File: src/rtl/fifo_stream_upsizer.sv
// fifo_stream_upsizer
// Packs consecutive DATA_WIDTH words into one PACK_RATIO-lane beat on a
// valid/ready stream. Lane 0 holds the oldest word. A partial beat leaves
// on an explicit flush or after TIMEOUT idle cycles, with a contiguous
// keep mask covering the filled lanes.
module fifo_stream_upsizer #(
  parameter int DATA_WIDTH = 8,
  parameter int PACK_RATIO = 4,
  parameter int TIMEOUT    = 16
) (
  input  logic                             clk,
  input  logic                             rst,
  input  logic                             clear,
  input  logic [DATA_WIDTH-1:0]            in_data,
  input  logic                             in_valid,
  output logic                             in_ready,
  input  logic                             flush,
  output logic [DATA_WIDTH*PACK_RATIO-1:0] out_data,
  output logic [PACK_RATIO-1:0]            out_keep,
  output logic                             out_valid,
  input  logic                             out_ready,
  output logic [$clog2(PACK_RATIO):0]      fill_level
);

  localparam int IDX_W  = $clog2(PACK_RATIO);
  localparam int FILL_W = IDX_W + 1;
  localparam int BEAT_W = DATA_WIDTH * PACK_RATIO;
  localparam int IDLE_W = (TIMEOUT > 0) ? $clog2(TIMEOUT + 1) : 1;

  localparam logic [IDX_W-1:0]  LAST_IDX  = IDX_W'(PACK_RATIO - 1);
  localparam logic [IDX_W-1:0]  IDX_ONE   = IDX_W'(1);
  localparam logic [IDLE_W-1:0] IDLE_ONE  = IDLE_W'(1);
  // Value of the idle counter in the cycle that triggers the timeout flush.
  localparam logic [IDLE_W-1:0] IDLE_LAST = (TIMEOUT > 0) ? IDLE_W'(TIMEOUT - 1) : IDLE_W'(0);

  // Number of set lanes in a keep mask.
  function automatic logic [FILL_W-1:0] popcount(input logic [PACK_RATIO-1:0] v);
    logic [FILL_W-1:0] n;
    n = '0;
    for (int i = 0; i < PACK_RATIO; i++) begin
      n = n + {{(FILL_W-1){1'b0}}, v[i]};
    end
    return n;
  endfunction

  logic [BEAT_W-1:0]     beat_q,  beat_d;
  logic [PACK_RATIO-1:0] keep_q,  keep_d;
  logic [IDX_W-1:0]      idx_q,   idx_d;
  logic                  valid_q, valid_d;
  logic [IDLE_W-1:0]     idle_q,  idle_d;
  logic [FILL_W-1:0]     fill_q,  fill_d;

  logic in_acc;
  logic out_acc;
  logic has_fill;

  // Handshake qualifiers: input is accepted whenever no beat is stuck at the output.
  always_comb begin
    in_ready = !rst && !clear && (!valid_q || out_ready);
    in_acc   = in_valid && in_ready;
    out_acc  = valid_q && out_ready;
    has_fill = |keep_q;
  end

  // Next-state: lane packing, beat hand-off, flush and idle timeout.
  always_comb begin
    beat_d  = beat_q;
    keep_d  = keep_q;
    idx_d   = idx_q;
    valid_d = valid_q;
    idle_d  = '0;
    if (valid_q) begin
      if (out_acc) begin
        // Beat leaves; a word arriving in the same cycle starts a fresh beat in lane 0.
        valid_d = 1'b0;
        beat_d  = in_acc ? {{(BEAT_W-DATA_WIDTH){1'b0}}, in_data} : '0;
        keep_d  = in_acc ? {{(PACK_RATIO-1){1'b0}}, 1'b1} : '0;
        idx_d   = in_acc ? IDX_ONE : '0;
      end else begin
        // Stalled beat: everything holds, flush ignored, idle stays at 0.
        valid_d = 1'b1;
      end
    end else begin
      if (in_acc) begin
        beat_d[idx_q*DATA_WIDTH +: DATA_WIDTH] = in_data;
        keep_d[idx_q] = 1'b1;
        if ((idx_q == LAST_IDX) || flush) begin
          valid_d = 1'b1;
          idx_d   = '0;
        end else begin
          idx_d   = idx_q + IDX_ONE;
        end
      end else if (flush && has_fill) begin
        valid_d = 1'b1;
        idx_d   = '0;
      end else if ((TIMEOUT > 0) && has_fill) begin
        if (idle_q == IDLE_LAST) begin
          valid_d = 1'b1;
          idx_d   = '0;
          idle_d  = '0;
        end else begin
          idle_d  = idle_q + IDLE_ONE;
        end
      end else begin
        idle_d = '0;
      end
    end
    fill_d = popcount(keep_d);
  end

  // State register with synchronous reset/clear discarding any partial beat.
  always_ff @(posedge clk) begin
    if (rst || clear) begin
      beat_q  <= '0;
      keep_q  <= '0;
      idx_q   <= '0;
      valid_q <= 1'b0;
      idle_q  <= '0;
      fill_q  <= '0;
    end else begin
      beat_q  <= beat_d;
      keep_q  <= keep_d;
      idx_q   <= idx_d;
      valid_q <= valid_d;
      idle_q  <= idle_d;
      fill_q  <= fill_d;
    end
  end

  // Outputs come straight from flops.
  always_comb begin
    out_data   = beat_q;
    out_keep   = keep_q;
    out_valid  = valid_q;
    fill_level = fill_q;
  end

endmodule

File: config.mk
export PLATFORM = sky130hd
export DESIGN_NAME = fifo_stream_upsizer
export DESIGN_NICKNAME = d
export VERILOG_FILES = /design/src/rtl/fifo_stream_upsizer.sv
export SDC_FILE = /design/constraint.sdc
export NUM_CORES = 1
export LEC_CHECK = 0
export ABC_AREA = 1
export ABC_CLOCK_PERIOD_IN_PS = 2900
export CORE_MARGIN = 5
export CORE_UTILIZATION = 50
export DETAILED_ROUTE_END_ITERATION = 16
export DONT_BUFFER_PORTS = 1
export HOLD_SLACK_MARGIN = 0.15
export PLACE_DENSITY = 0.66
export SKIP_LAST_GASP = 1
export SLEW_MARGIN = 30
export SYNTH_ARGS = -nofsm -noshare
export SYNTH_HDL_FRONTEND = slang
export SYNTH_SLANG_ARGS = --single-unit
File: constraint.sdc
create_clock -name clk -period 2.9 [get_ports clk]
set_clock_uncertainty 0.15 [all_clocks]
set_input_delay 0.435 -clock clk [delete_from_list [all_inputs] [get_ports clk]]
set_output_delay 0.435 -clock clk [all_outputs]
set_load 0.03 [all_outputs]
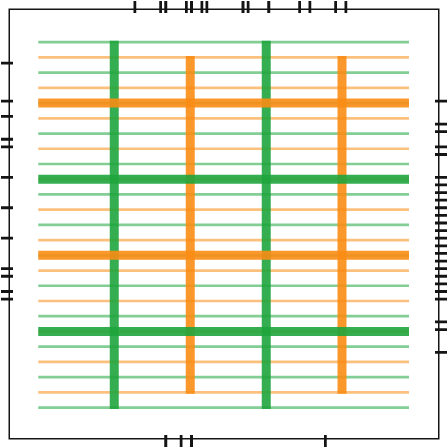
Fig. 1. Power grid.
Pins as bars on the die edge.
| net | colour |
|---|---|
| VDD | orange |
| VSS | green |
signal pins: 55
met1 rails: 25
die width: 76.5 µm
core area: 0.00432 mm²
Peak VDD IR: 0.235 mV
die height: 76.5 µm

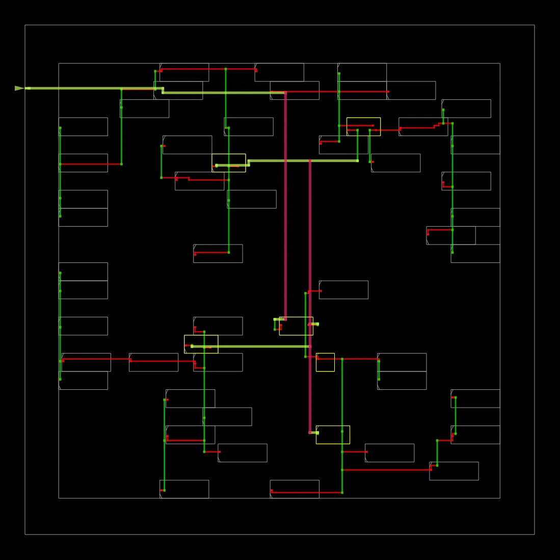
Fig. 2. The clock network.
flop count: 47
clk latency late pin: 290 ps

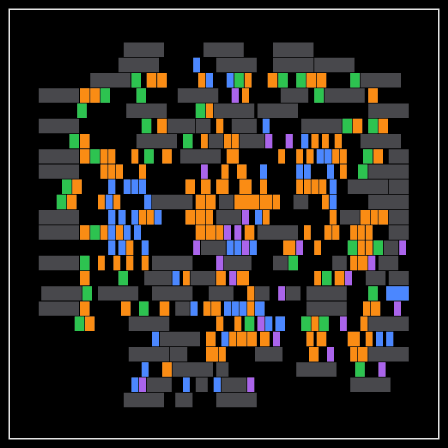
Fig. 3. Gate-type map.
| family | colour | cells | most used |
|---|---|---|---|
| inverters | purple | 24 | inv_1 |
| NAND gates | orange | 130 | nand2_1 |
| NOR gates | blue | 50 | nor2_1 |
| inverting AOI/OAI gates | green | 36 | a21oi_1 |

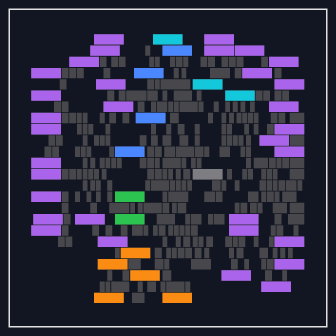
Fig. 4. Where the registers sit.
| netlist name | colour | placed flops |
|---|---|---|
| out_keep | blue | 4 |
| fill_level | cyan | 3 |
| out_data | purple | 32 |
| idx_q | green | 2 |
| idle_q | orange | 5 |
not coloured: 1
fraction of area in registers: 38.8%
final core occ: 56.1%
P_seq: 0.663 mW
register area: 941 µm²

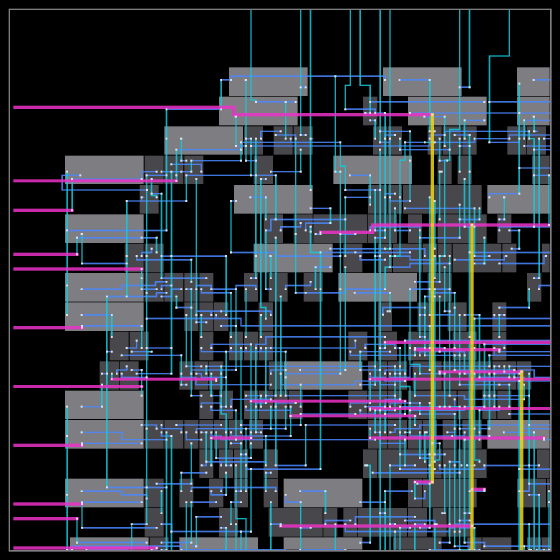
Fig. 5. Layout detail.
Region (0, 26) to (50, 76) µm. Cells in grey, sequential cells in the stronger grey; small squares are vias.
| layer | colour |
|---|---|
| met2 | cyan |
| met4 | yellow |
| met1 | blue |
| met3 | magenta |
most frequent: nand2_1 (34), nor2_1 (26), nand3_1 (24)
sequential cells in the window: 20
cells with their middle in the window: 152
netlist names of flops here include: out_data (12), out_keep (4), fill_level (2)

==> results.py <==
# Synthesis and PnR figures
metrics = {
    "outcome": {
        "outcome": "complete, no violations",
    },
    "timing": {
        "fin_crit_ps": 2500,
        "setup_viol": 0,
        "worst_slew_pin_slew_ps": 486,
        "holdWs_ps": 168,
        "layout_setup_ws_ps": 403,
    },
    "layout": {
        "fin_area_mm2": 0.00242,
        "layout_top_cells": "nand2_1, nand3_1, nor2_1, dfxtp_1, a21oi_1",
        "clk_share_pct": 3.15,
        "comb_area_mm2": 0.00110,
        "insertedDiodeCount": 0,
        "drive_above_1_share_pct": 6.81,
        "buf_share_pct": 6.09,
    },
    "synth": {
        "area_leaders": "dfxtp_1, nand2_1, nand3_1, a21oi_1, nor2_1",
        "syn_inst": 314,
        "top_area_share_pct": 42.6,
        "ys_cells": 314,
        "ys_seq_share_pct": 42.6,
        "ys_ff": 47,
        "async_flop_share_pct": 0,
        "synth_area_mm2": 0.00221,
        "yosysWarnings": 0,
    },
    "clocking": {
        "cts_buffers": 5,
        "clk_pin_slew_ps": 80,
    },
    "critical_path": {
        "cp_slowest_cell": "fa_1",
        "r2r_setup_slack_ps": 400,
        "cp.arrival_ps": 2530,
        "crit_path_start": "idx_q[0]",
        "crit_type": "reg -> reg",
        "cp_slowest_stage_delay_ps": 500,
        "crit_family": "adder cells",
    },
    "floorplan": {
        "fp_util_pct": 51.1,
        "die-area_mm2": 0.00585,
    },
    "pwr": {
        "p_seq_share_pct": 59.3,
        "p_int_mw": 0.842,
        "pwr-share-comb_pct": 8.5,
        "clock_power_mw": 0.360,
    },
    "min_path": {
        "min_from": "clear",
        "hold_path_end": "out_keep[0]",
    },
    "global_routing": {
        "antenna_found_initial": 0,
    },
    "drt": {
        "drt-initial-drc-count": 120,
        "vias": 2088,
    },
    "placed_design": {
        "hpwl_mm": 4.03,
    },
}
synth_stat cells, types with 2 or more instances:
master / instances
ha_1: 8
nand2_2: 2
dfxtp_1: 47
nand2_1: 73
buf_6: 2
nand4_1: 6
a21oi_1: 36
nand3_1: 48
inv_1: 22
buf_2: 5
nor2_1: 47
inv_2: 2
clkbuf_1: 7
nor3_1: 2
cell families after synthesis:
logic type                 count (synthesis)  share of synthesized area, %
AOI/OAI and AO/OA                         36                          8.15
xor gates and xnor gates                   2                         0.793
buffers and inverters                     38                          7.42
DFF                                       47                          42.6
and+or+nand+nor                          182                          35.6
adders and majority gates                  9                          5.44
sequential cells by signal, summed over array words and instances, names as in the netlist:
register    cells
fill_level      3
out_keep        4
out_data       32
idx_q           2
out_valid       1
idle_q          5
Power is estimated from default activity; no workload was simulated.
